[src/rtl/ucie_gb_pkg.sv]
// Shared state encoding, sizing helpers and beat layout for the AXI-stream client gearbox.
package ucie_gb_pkg;

  typedef enum logic [0:0] {IDLE = 1'b0, SERVE = 1'b1} gb_state_e;

  localparam int GB_DATA_W  = 256;
  localparam int GB_IF_W    = 64;
  localparam int GB_TUSER_W = 16;

  function automatic int ratio(input int data_w, input int if_w);
    return data_w / if_w;
  endfunction

  function automatic int slice_idx_w(input int data_w, input int if_w);
    return $clog2(ratio(data_w, if_w));
  endfunction

  // Layout at the default widths; the top re-declares the same shape at its own parameters.
  typedef struct packed {
    logic [GB_DATA_W-1:0]   data;
    logic [GB_DATA_W/8-1:0] keep;
    logic [GB_TUSER_W-1:0]  user;
    logic                   last;
  } wide_beat_t;

endpackage

[src/rtl/axis_gb_fifo.sv]
// Wide-beat FIFO for the gearbox: the head entry stays resident until all its slices are sent,
// and the entry behind it is exposed so the slicer can switch beats without a bubble.
module axis_gb_fifo #(
  parameter int WIDTH = 8,
  parameter int DEPTH = 4
) (
  input  logic             clk,
  input  logic             rst_n,
  input  logic             push,
  input  logic [WIDTH-1:0] push_data,
  input  logic             pop,
  output logic [WIDTH-1:0] head,
  output logic [WIDTH-1:0] next_head,
  output logic             more,
  output logic             in_ready
);

  localparam int AW = $clog2(DEPTH);

  logic [WIDTH-1:0] mem [DEPTH];
  logic [AW:0]      wr_ptr, rd_ptr, wr_ptr_n, rd_ptr_n, rd_ptr_p1, count;
  logic             empty, full, full_n, ready_en;

  assign wr_ptr_n  = push ? wr_ptr + (AW+1)'(1) : wr_ptr;
  assign rd_ptr_n  = pop  ? rd_ptr + (AW+1)'(1) : rd_ptr;
  assign rd_ptr_p1 = rd_ptr + (AW+1)'(1);
  assign count     = wr_ptr - rd_ptr;
  assign full_n    = (wr_ptr_n[AW] != rd_ptr_n[AW]) && (wr_ptr_n[AW-1:0] == rd_ptr_n[AW-1:0]);

  assign head      = mem[rd_ptr[AW-1:0]];
  assign next_head = mem[rd_ptr_p1[AW-1:0]];
  assign more      = !empty && (count > (AW+1)'(1));
  // ready_en keeps s_tready low until the first clock after reset release
  assign in_ready  = ready_en && !full;

  always_ff @(posedge clk or negedge rst_n) begin
    if (!rst_n) begin
      wr_ptr   <= '0;
      rd_ptr   <= '0;
      empty    <= 1'b1;
      full     <= 1'b0;
      ready_en <= 1'b0;
    end else begin
      wr_ptr   <= wr_ptr_n;
      rd_ptr   <= rd_ptr_n;
      empty    <= (wr_ptr_n == rd_ptr_n);
      full     <= full_n;
      ready_en <= 1'b1;
    end
  end

  always_ff @(posedge clk) begin
    if (push)
      mem[wr_ptr[AW-1:0]] <= push_data;
  end

endmodule

[src/rtl/axis_client_gearbox.sv]
// Down-sizing gearbox: serialises wide AXI-stream beats into IF_W client slices with sop/eop framing.
// Optional statistics counters are enabled by defining UCIE_GB_STATS_EN.
module axis_client_gearbox
  import ucie_gb_pkg::*;
#(
  parameter int DATA_W  = 256,
  parameter int IF_W    = 64,
  parameter int TUSER_W = 16,
  parameter int DEPTH   = 4
) (
  input  logic                 clk,
  input  logic                 rst_n,
  input  logic [DATA_W-1:0]    s_tdata,
  input  logic [DATA_W/8-1:0]  s_tkeep,
  input  logic [TUSER_W-1:0]   s_tuser,
  input  logic                 s_tvalid,
  input  logic                 s_tlast,
  output logic                 s_tready,
  output logic [IF_W-1:0]      c_data,
  output logic [IF_W/8-1:0]    c_keep,
  output logic [TUSER_W-1:0]   c_user,
  output logic                 c_valid,
  output logic                 c_sop,
  output logic                 c_eop,
  input  logic                 c_ready,
  output logic                 err_keep
`ifdef UCIE_GB_STATS_EN
  ,
  output logic [31:0]          stat_pkt,
  output logic [31:0]          stat_slice,
  output logic [15:0]          stat_err
`endif
);

  localparam int RATIO  = ratio(DATA_W, IF_W);
  localparam int IDX_W  = slice_idx_w(DATA_W, IF_W);
  localparam int KEEP_W = DATA_W / 8;
  localparam int CK_W   = IF_W / 8;

  localparam logic [0:0] ST_IDLE  = IDLE;
  localparam logic [0:0] ST_SERVE = SERVE;

  typedef struct packed {
    logic [DATA_W-1:0]  data;
    logic [KEEP_W-1:0]  keep;
    logic [TUSER_W-1:0] user;
    logic               last;
  } beat_t;

  // Final slice index: every slice for a mid-packet beat, else the highest slice carrying bytes.
  function automatic logic [IDX_W-1:0] slice_last(input beat_t b);
    logic [IDX_W-1:0] idx;
    idx = IDX_W'(RATIO - 1);
    if (b.last) begin
      idx = '0;
      for (int i = 0; i < RATIO; i++)
        if (b.keep[i*CK_W +: CK_W] != '0) idx = IDX_W'(i);
    end
    return idx;
  endfunction

  beat_t            in_beat, head, next_head, load_beat;
  logic [0:0]       state;
  logic [IDX_W-1:0] idx, last_idx, nidx;
  logic             sop_pend, sop_pend_n;
  logic             push, accept, last_acc, fifo_more, load_new, adv, keep_bad;

  assign in_beat  = {s_tdata, s_tkeep, s_tuser, s_tlast};
  assign push     = s_tvalid && s_tready;
  assign accept   = c_valid && c_ready;
  assign last_acc = accept && (idx == last_idx);
  assign nidx     = idx + IDX_W'(1);
  assign keep_bad = push && !s_tlast && (s_tkeep != '1);

  axis_gb_fifo #(
    .WIDTH ($bits(beat_t)),
    .DEPTH (DEPTH)
  ) u_fifo (
    .clk       (clk),
    .rst_n     (rst_n),
    .push      (push),
    .push_data (in_beat),
    .pop       (last_acc),
    .head      (head),
    .next_head (next_head),
    .more      (fifo_more),
    .in_ready  (s_tready)
  );

  always_comb begin
    sop_pend_n = sop_pend;
    if (accept && c_eop)
      sop_pend_n = 1'b1;
    else if (accept && c_sop)
      sop_pend_n = 1'b0;
  end

  // Pick the beat feeding slice 0: the entry behind the head if present, else an arriving beat.
  always_comb begin
    load_new  = 1'b0;
    load_beat = in_beat;
    adv       = 1'b0;
    if (state == ST_IDLE) begin
      load_new = push;
    end else if (last_acc) begin
      if (fifo_more) begin
        load_new  = 1'b1;
        load_beat = next_head;
      end else if (push) begin
        load_new = 1'b1;
      end
    end else if (accept) begin
      adv = 1'b1;
    end
  end

  always_ff @(posedge clk or negedge rst_n) begin
    if (!rst_n) begin
      state    <= ST_IDLE;
      idx      <= '0;
      last_idx <= '0;
      sop_pend <= 1'b1;
      c_valid  <= 1'b0;
      c_data   <= '0;
      c_keep   <= '0;
      c_user   <= '0;
      c_sop    <= 1'b0;
      c_eop    <= 1'b0;
    end else begin
      sop_pend <= sop_pend_n;
      if (load_new) begin
        state    <= ST_SERVE;
        idx      <= '0;
        last_idx <= slice_last(load_beat);
        c_valid  <= 1'b1;
        c_data   <= load_beat.data[IF_W-1:0];
        c_keep   <= load_beat.keep[CK_W-1:0];
        c_user   <= load_beat.user;
        c_sop    <= sop_pend_n;
        c_eop    <= load_beat.last && (slice_last(load_beat) == '0);
      end else if (adv) begin
        idx    <= nidx;
        c_data <= head.data[nidx*IF_W +: IF_W];
        c_keep <= head.keep[nidx*CK_W +: CK_W];
        c_user <= head.user;
        c_sop  <= 1'b0;
        c_eop  <= head.last && (nidx == last_idx);
      end else if (last_acc) begin
        state   <= ST_IDLE;
        c_valid <= 1'b0;
        c_sop   <= 1'b0;
        c_eop   <= 1'b0;
      end
    end
  end

  always_ff @(posedge clk or negedge rst_n) begin
    if (!rst_n)
      err_keep <= 1'b0;
    else if (keep_bad)
      err_keep <= 1'b1;
  end

`ifdef UCIE_GB_STATS_EN
  always_ff @(posedge clk or negedge rst_n) begin
    if (!rst_n) begin
      stat_pkt   <= '0;
      stat_slice <= '0;
      stat_err   <= '0;
    end else begin
      if (accept)
        stat_slice <= stat_slice + 32'd1;
      if (accept && c_eop)
        stat_pkt <= stat_pkt + 32'd1;
      if (keep_bad)
        stat_err <= stat_err + 16'd1;
    end
  end
`endif

endmodule

[config.mk]
export PLATFORM = sky130hd
export DESIGN_NAME = axis_client_gearbox
export DESIGN_NICKNAME = d
export VERILOG_FILES = /design/src/rtl/ucie_gb_pkg.sv /design/src/rtl/axis_gb_fifo.sv /design/src/rtl/axis_client_gearbox.sv
export SDC_FILE = /design/constraint.sdc
export NUM_CORES = 1
export LEC_CHECK = 0
export ABC_AREA = 1
export CAP_MARGIN = 25
export CORE_MARGIN = 2
export CORE_UTILIZATION = 43
export CTS_CLUSTER_DIAMETER = 80
export DETAILED_ROUTE_END_ITERATION = 10
export GPL_ROUTABILITY_DRIVEN = 0
export PLACE_DENSITY_LB_ADDON = 0.1
export REMOVE_ABC_BUFFERS = 1
export SKIP_CTS_REPAIR_TIMING = 1
export SYNTH_ARGS = -nofsm -noshare
export SYNTH_HDL_FRONTEND = slang
export SYNTH_SLANG_ARGS = --single-unit
[constraint.sdc]
create_clock -name clk -period 41.7 [get_ports clk]
set_clock_uncertainty 0.1 [all_clocks]
set_input_delay 8.34 -clock clk [delete_from_list [all_inputs] [get_ports clk]]
set_output_delay 8.34 -clock clk [all_outputs]
set_load 0.005 [all_outputs]
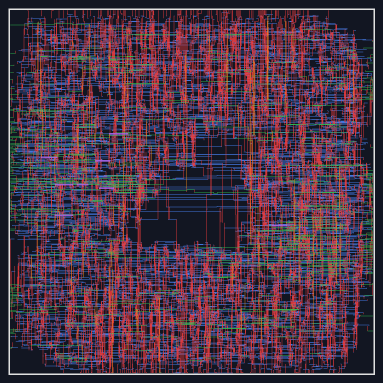
Fig. 1. Metal layers overlaid (run 1).
Drawn at 1 px/um.
M1 -> blue  # wire length 69.7 mm
M4 -> orange  # wire length 3400 um
M2 -> red  # wire length 75.4 mm
M3 -> green  # wire length 10700 um
M5 -> purple  # wire length 117 um

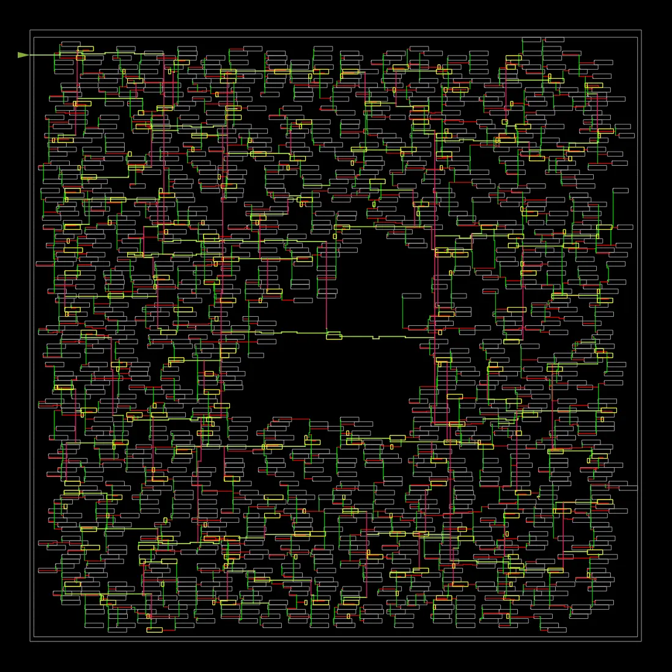
Fig. 2. Clock nets (run 1).
Inserted Clock Buffers: 143
later-pin clock latency in the skew report: 0.78 ns
Clk. pwr: 1.21 mW
flop count: 1326
CTS sink count: 1326

==> run_results.csv, run 1 <==
group,metric,value,unit
routing,wl_per_cell,23.5,um
place,hpwl,85200,um
sta,slew_headroom,0.174,
layout,area_growth_syn_to_layout,17.2,%
grt,top_usage_layer,"met2",
worst_hold_path,min-delay-start,"err_keep$_DFFE_PN0P_",
grt,met3_usage,0.0413,
layout,nNetsFinal,5315,
routing,drt_iter0_markers,3763,
routing,wirelength,159000,um
floorplanning,core,128000,um2
worst_setup_path,cp.arrival,12.36,ns
grt,use_met2,0.382,
layout,n_fill_cell,11204,
floorplanning,nWellTaps,1662,
layout,drive_above_1_share,0.0540,
synthesis,yosys.cell_count.top_type,"edfxtp_1",
sta,finalSetupTns,0,ns
layout,lay_top_cells,"edfxtp_1, o21ai_0, nor2_1",
synthesis,syn-instance-count,4743,
layout,comb_share,0.217,
run_status,status,"finished, final reports clean",
pwr,p_int,2.80,mW
synthesis,ff_type,"edfxtp_1",
place,placed_cell_area,60700,um2
routing,drc,0,
place,preCtsSetupSlack,28.85,ns
routing,dr_wl_met2,75400,um
synthesis,ys_ff,1326,
pwr,total_power,4.52,mW
layout,final-clk-cell-share,0.0677,
synthesis,synth_area,55500,um2
sta,period_used_share,0.289,
worst_setup_path,r2r_slack,36.76,ns
floorplanning,die_x,363,um
synthesis,synthXorXnorAreaFrac,0.00140,
sta,post-route-min-period,12.07,ns
synthesis,ys_sh_simple,0.0941,
layout,seqCellArea,39300,um2
layout,largest_reg_flops,1220,
pwr,pwr-share-seq,0.383,
sta,holdWs,0.360,ns
synthesis,mux_share,0,
pwr,power_density,69.4,nW/um2
worst_setup_path,crit_fanout,60,
pwr,switchingPower,1.71,mW
grt,grt_max_degree,217,
worst_setup_path,endpoint_kind,"flop",
grt,grt-ovfl-total,0,
layout,seq_share,0.604,
floorplanning,die_height,363,um
worst_setup_path,crit_type,"primary input to flop",
routing,dr.max_layer_used,"met5",
grt,first_global_vias,36888,
grt,grt_usage,0.237,
worst_hold_path,hold_path_class,"flop to flop",
worst_setup_path,r2r_cells,10,
pwr,p_comb,1.58,mW
worst_setup_path,critPathMaxStageDelay,0.79,ns
layout,dominant_cells,"registers",
floorplanning,io_pins,402,
floorplanning,rows,131,
routing,avgViaCountPerCell,5.70,
pwr,leakage,21.8,nW
synthesis,synth_seq_share,0.707,
synthesis,synth.area.top_cells,"edfxtp_1, o21ai_0, dfrtp_1",
sta,rsz0062_at_grt,"no",
worst_setup_path,worstReg2RegStart,"u_fifo.rd_ptr[0]$_DFF_PN0_",
worst_setup_path,worstPathCellList,"clkdlybuf4s50_1 > nand2_1 > nor2_4 > buf_4 > buf_4 > buf_4",
worst_hold_path,whs_endpoint,"err_keep$_DFFE_PN0P_",
worst_setup_path,crit_buf_inv,4,
synthesis,avgSynthCellArea,11.7,um2
synthesis,synth_adder_area_share,0.00171,
layout,layout_top_cell,"edfxtp_1",
cts,cts_tree,"yes",
place,dp.cells,6516,
worst_setup_path,startpoint,"s_tvalid",
layout,stdcell_count,6783,
layout,fin_util,0.509,
cts,htree_levels,4,
pwr,peakVddDrop,0.0746,mV
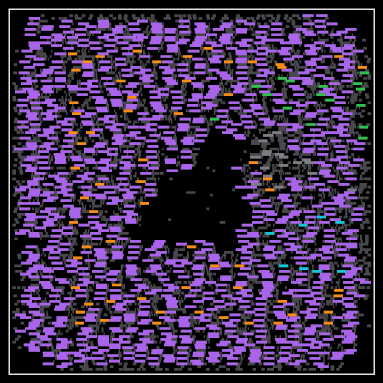
Fig. 3. Sequential cells coloured by netlist name (run 1).
Drawn at 1 px/um. Other sequential cells in the stronger grey, the rest of the logic in the fainter grey.
c_keep -> cyan  # placed flops 8
c_data -> orange  # placed flops 64
u_fifo.mem -> purple  # placed flops 1220, where widely spread
c_user -> green  # placed flops 16, where top right
not coloured = 18

==> inputs of run 2 (changes only) <==
Clock period 41.7 ns to 11.7 ns, I/O delays scaled along.
==> run_results.csv, run 2 <==
group,metric,value,unit
run_status,status,"finished, final reports clean",
floorplanning,die_x,363,um
pwr,p_comb,5.62,mW
worst_setup_path,worstPathCellList,"clkdlybuf4s50_1 > nand2_1 > nor2_4 > buf_4 > buf_4",
synthesis,synth_seq_share,0.707,
routing,dr.max_layer_used,"met5",
synthesis,yosys.cell_count.top_type,"edfxtp_1",
layout,comb_share,0.216,
pwr,power_density,248,nW/um2
grt,grt-ovfl-total,0,
worst_setup_path,endpoint_kind,"flop",
pwr,total_power,16.2,mW
sta,holdWs,0.356,ns
pwr,pwr-share-seq,0.381,
pwr,leakage,21.9,nW
layout,area_growth_syn_to_layout,17.5,%
cts,cts_buffers,145,
cts,cts_sinks,1326,
place,dp.cells,6510,
worst_hold_path,whs_endpoint,"err_keep$_DFFE_PN0P_",
place,placed_cell_area,60600,um2
synthesis,synth_area,55500,um2
worst_setup_path,worstReg2RegStart,"idx[0]$_DFFE_PN0P_",
place,hpwl,84700,um
worst_setup_path,crit_type,"primary input to flop",
cts,htree_levels,4,
worst_setup_path,startpoint,"s_tvalid",
synthesis,syn-instance-count,4743,
floorplanning,die_height,363,um
layout,seq_share,0.602,
layout,layout_top_cell,"edfxtp_1",
sta,rsz0062_at_grt,"no",
cts,clock_latency,0.77,ns
worst_hold_path,hold_path_class,"flop to flop",
routing,wirelength,159000,um
routing,drt_iter0_markers,3417,
routing,wl_per_cell,23.4,um
worst_hold_path,min-delay-start,"err_keep$_DFFE_PN0P_",
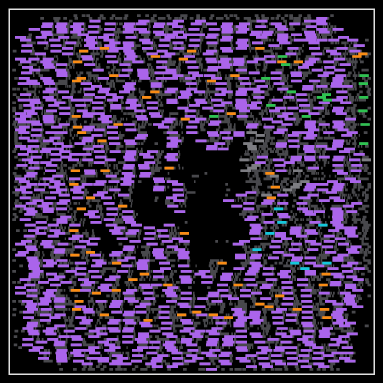
Fig. 4. Sequential cells coloured by netlist name (run 2).
Drawn at 1 px/um. Other sequential cells in the stronger grey, the rest of the logic in the fainter grey.
u_fifo.mem -> purple  # placed flops 1220, where widely spread
c_user -> green  # placed flops 16, where top right
c_keep -> cyan  # placed flops 8
c_data -> orange  # placed flops 64, where widely spread
not coloured = 18

Power figures rest on the tool's default switching activity, not on a simulated workload.
